**src/rtl/dft_crm_pkg.sv**
```systemverilog
// Shared types for the CRM divided-clock monitor: FSM states and fault codes.
package dft_crm_pkg;

  typedef enum logic [1:0] {
    ST_IDLE   = 2'd0,
    ST_ACQ    = 2'd1,
    ST_MEAS   = 2'd2,
    ST_LOCKED = 2'd3
  } state_e;

  localparam logic [1:0] ERR_NONE = 2'b00;
  localparam logic [1:0] ERR_PER  = 2'b01;
  localparam logic [1:0] ERR_DUTY = 2'b10;
  localparam logic [1:0] ERR_TMO  = 2'b11;

endpackage

```
**src/rtl/dft_crm_edge_cnt.sv**
```systemverilog
// Rising-edge detect on the divided clock plus saturating period/high counters.
module dft_crm_edge_cnt #(
  parameter int DIV_PARAM = 3,
  parameter int CW        = $clog2(2*DIV_PARAM+2)
) (
  input  logic          clk,
  input  logic          rst,
  input  logic          div_in,
  output logic          rise,
  output logic [CW-1:0] per_cnt,
  output logic [CW-1:0] hi_cnt
);

  localparam logic [CW-1:0] SAT = CW'(2*DIV_PARAM+1);

  logic div_d;

  assign rise = div_in & ~div_d;

  always_ff @(posedge clk) begin
    if (rst) begin
      div_d   <= 1'b0;
      per_cnt <= '0;
      hi_cnt  <= '0;
    end else begin
      div_d <= div_in;
      if (rise) begin
        per_cnt <= CW'(1);
        hi_cnt  <= CW'(1);
      end else begin
        // Saturate so a dead clock parks at SAT and the timeout stays asserted.
        if (per_cnt != SAT)          per_cnt <= per_cnt + CW'(1);
        if (div_in && hi_cnt != SAT) hi_cnt  <= hi_cnt + CW'(1);
      end
    end
  end

endmodule

```
**src/rtl/dft_crm_div_mon.sv**
```systemverilog
// Divided-clock monitor: checks period/duty of div_in in clk cycles, tracks lock
// and reports period, duty and stuck-clock faults.
module dft_crm_div_mon
  import dft_crm_pkg::*;
#(
  parameter int DIV_PARAM  = 3,
  parameter int DUTY_CYCLE = 2,
  parameter int LOCK_CNT   = 4,
  parameter int CW         = $clog2(2*DIV_PARAM+2)
) (
  input  logic          clk,
  input  logic          rst,
  input  logic          test_mode,
  input  logic          en,
  input  logic          div_in,
  input  logic          clr_err,
  output logic          lock,
  output logic          err,
  output logic          err_sticky,
  output logic [1:0]    err_code,
  output logic [CW-1:0] meas_period,
  output logic [CW-1:0] meas_high
);

  localparam int            GW     = $clog2(LOCK_CNT+1);
  localparam logic [CW-1:0] SAT    = CW'(2*DIV_PARAM+1);
  localparam logic [CW-1:0] DIV_V  = CW'(DIV_PARAM);
  localparam logic [CW-1:0] DUTY_V = CW'(DUTY_CYCLE);

  state_e        state;
  logic [GW-1:0] good_cnt;
  logic          rise;
  logic [CW-1:0] per_cnt, hi_cnt;

  dft_crm_edge_cnt #(.DIV_PARAM(DIV_PARAM), .CW(CW)) u_edge (
    .clk     (clk),
    .rst     (rst),
    .div_in  (div_in),
    .rise    (rise),
    .per_cnt (per_cnt),
    .hi_cnt  (hi_cnt)
  );

  logic active, per_bad, duty_bad, tmo;
  assign active   = (state == ST_MEAS) || (state == ST_LOCKED);
  assign per_bad  = per_cnt != DIV_V;
  assign duty_bad = hi_cnt != DUTY_V;
  assign tmo      = active && !rise && (per_cnt == SAT);

  always_ff @(posedge clk) begin
    if (rst) begin
      state       <= ST_IDLE;
      good_cnt    <= '0;
      lock        <= 1'b0;
      err         <= 1'b0;
      err_sticky  <= 1'b0;
      err_code    <= ERR_NONE;
      meas_period <= '0;
      meas_high   <= '0;
    end else begin
      err <= 1'b0;
      // A fault later in this block overrides the clear.
      if (clr_err) err_sticky <= 1'b0;
      if (test_mode || !en) begin
        state    <= ST_IDLE;
        lock     <= 1'b0;
        good_cnt <= '0;
      end else begin
        case (state)
          ST_IDLE: state <= ST_ACQ;
          ST_ACQ: if (rise) begin
            state    <= ST_MEAS;
            good_cnt <= '0;
          end
          ST_MEAS, ST_LOCKED: begin
            if (rise) begin
              meas_period <= per_cnt;
              meas_high   <= hi_cnt;
              if (!per_bad && !duty_bad) begin
                if (state == ST_MEAS) begin
                  good_cnt <= good_cnt + GW'(1);
                  if (good_cnt == GW'(LOCK_CNT-1)) begin
                    state <= ST_LOCKED;
                    lock  <= 1'b1;
                  end
                end
              end else begin
                state      <= ST_MEAS;
                good_cnt   <= '0;
                lock       <= 1'b0;
                err        <= 1'b1;
                err_sticky <= 1'b1;
                err_code   <= per_bad ? ERR_PER : ERR_DUTY;
              end
            end else if (tmo) begin
              state      <= ST_ACQ;
              good_cnt   <= '0;
              lock       <= 1'b0;
              err        <= 1'b1;
              err_sticky <= 1'b1;
              err_code   <= ERR_TMO;
            end
          end
          default: state <= ST_IDLE;
        endcase
      end
    end
  end

endmodule

```
**config.mk**
```make
export PLATFORM = sky130hd
export DESIGN_NAME = dft_crm_div_mon
export DESIGN_NICKNAME = d
export VERILOG_FILES = /design/src/rtl/dft_crm_pkg.sv /design/src/rtl/dft_crm_edge_cnt.sv /design/src/rtl/dft_crm_div_mon.sv
export SDC_FILE = /design/constraint.sdc
export NUM_CORES = 1
export LEC_CHECK = 0
export CAP_MARGIN = 20
export CORE_ASPECT_RATIO = 0.6
export CORE_MARGIN = 2
export CORE_UTILIZATION = 50
export DETAILED_ROUTE_END_ITERATION = 12
export PLACE_DENSITY_LB_ADDON = 0.25
export SLEW_MARGIN = 20
export SYNTH_ARGS = -nofsm -noshare
export SYNTH_HDL_FRONTEND = slang
export SYNTH_SLANG_ARGS = --single-unit
```
**constraint.sdc**
```tcl
create_clock -name clk -period 1.8 [get_ports clk]
set_input_delay 0.54 -clock clk [delete_from_list [all_inputs] [get_ports clk]]
set_output_delay 0.54 -clock clk [all_outputs]
set_load 0.01 [all_outputs]
```
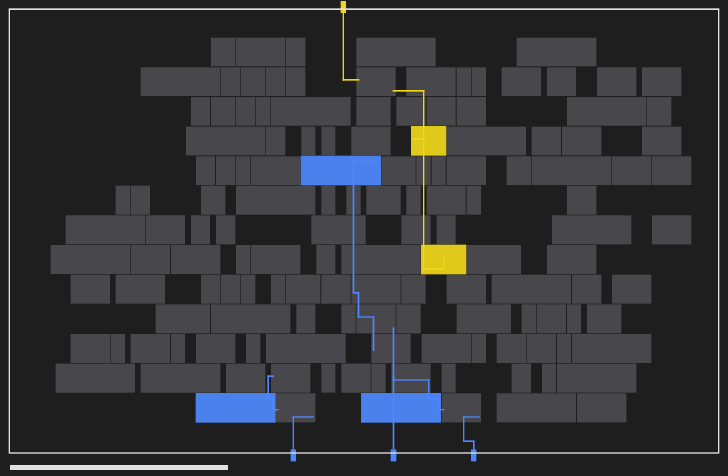
(images/port_nets.png)
The bar under the picture is 20 um long.
Key: en = yellow [bits 1, direction input, edge top, end cells 2, wire 30.4 um]; meas_high = blue [bits 3, direction output, edge bottom, end cells 3, wire 54.5 um]
I/O pin count: 17
Buffers on Ports: 16

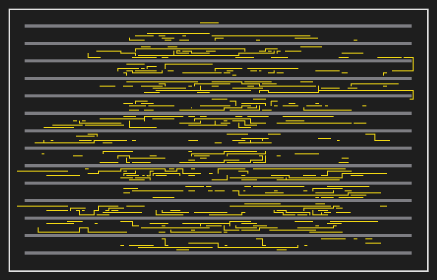
(images/met1.png)
Supply wires on this layer in grey.
The layer holds 48% of the routed length. 141 nets have wire on it. The wires run mostly horizontal. The layer carries 1090 um of wire. The longest straight run is 17.0 um.
via count: 889
global routing usage on met1: 23.9%

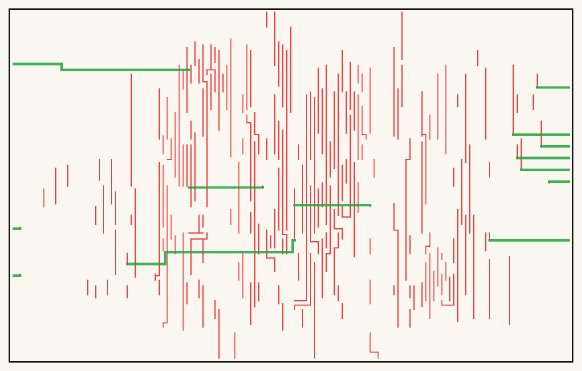
(images/metal_stack.png)
Two of the layers only.
Key: met2 = red [wire length 1050 um]; met3 = green [wire length 97.4 um]
final WL: 2250 um
routed length per placed instance: 13.3 um
GR Util All Layers: 19.4%

==> run_results.csv <==
group,metric,value,unit
critical_path,crit_family,"buffers and inverters",
placement,placed_cell_area,1330,um2
detailed_routing,dr.pass1.iters,4,
sta,min_period_over_period,93.8,%
hold_path,holdCritStartpoint,"err_code[0]$_SDFFE_PP0P_",
placement,hpwl,1670,um
synthesis,edf_count,0,
die,die_width,65.0,um
finish,final_cells,169,
critical_path,cp_num_buf_inv,1,
synthesis,synthTopCellsByCount,"23 x dfxtp_1, 16 x nor2_1, 8 x ha_1",
critical_path,worstSetupPathType,"reg -> out",
cts,hold_buffers,0,
synthesis,top_cell_area_share,41.3,%
global_routing,antenna_found_initial,0,
critical_path,r2r_cells,6,
job,cap_violations,0,
run_status,status,"complete, no violations",
detailed_routing,drc_errors,0,
cts,clkTransAtPathRegs,0.09,ns
synthesis,ys_seq_share,41.3,%
critical_path,slowest_stage,"clkdlybuf4s50_1",
sta,setup_viol,0,
finish,final_area,1380,um2
synthesis,synthTopLogicFamily,"simple AND/OR/NAND/NOR gates",
power_and_ir_drop,top_power_group,"sequential cells",
cts,cts_buffer_depth,2,
## worst max path at each step
| stage | end | cells past startpoint |
|---|---|---|
| 6_report | meas_high[1] | 1 |
| 5_1_grt | good_cnt[2]$_SDFFE_PP0P_ | 6 |
| 4_1_cts | meas_high[1] | 1 |
| 3_5_place_dp | state[0]$_SDFFE_PP0P_ | 5 |
| 3_3_place_gp | state[0]$_SDFFE_PP0P_ | 5 |
| 2_1_floorplan | state[0]$_SDFFE_PP0P_ | 6 |
## cell usage in the layout (no fill, tap or decap), drive strengths merged, types with 3 or more instances in the layout
cell type,netlist,layout
ha,8,8
and2,3,3
clkbuf,3,3
inv,6,6
nand3,3,3
o21ai,4,4
mux2i,7,7
nor2,17,17
nor3,6,6
nor2b,3,3
dfxtp,23,23
a21oi,8,8
nand2,6,6
buf,2,6
clkdlybuf4s50,0,16
## registers in the layout, summed over array words and instances (netlist names)
name and cells:
err 1, err_code 2, err_sticky 1, good_cnt 3, lock 1, meas_high 3, meas_period 3, state 2
u_edge.div_d 1, u_edge.hi_cnt 3, u_edge.per_cnt 3
## cell type report
type / count / area [um2] / area share [%]
multi-input cells: 84 / 603 / 43.9
flip-flops and latches: 23 / 460 / 33.5
repair buffers: 22 / 205 / 14.9
clock buffers: 3 / 41.3 / 3.00
well taps: 30 / 37.5 / 2.73
inverters: 6 / 22.5 / 1.64
clock inverters: 1 / 5.00 / 0.364
## kinds of logic after synthesis
family | Yosys count
xor gates and xnor gates | 1
buffers and inverters | 11
adders and majority gates | 8
and+or+nand+nor | 46
muxes | 7
AOI/OAI and AO/OA | 22
DFF | 23
## routing by layer
layer / track usage, % / share of wire, % / vias up
met2: 33.0 / 47 / 14
met3: 7.58 / 4.3 / 2
met1: 23.9 / 48 / 421
li1: - / - / 452
met4: 4.79 / 0.58 / 0
met5: 0 / 0 / -
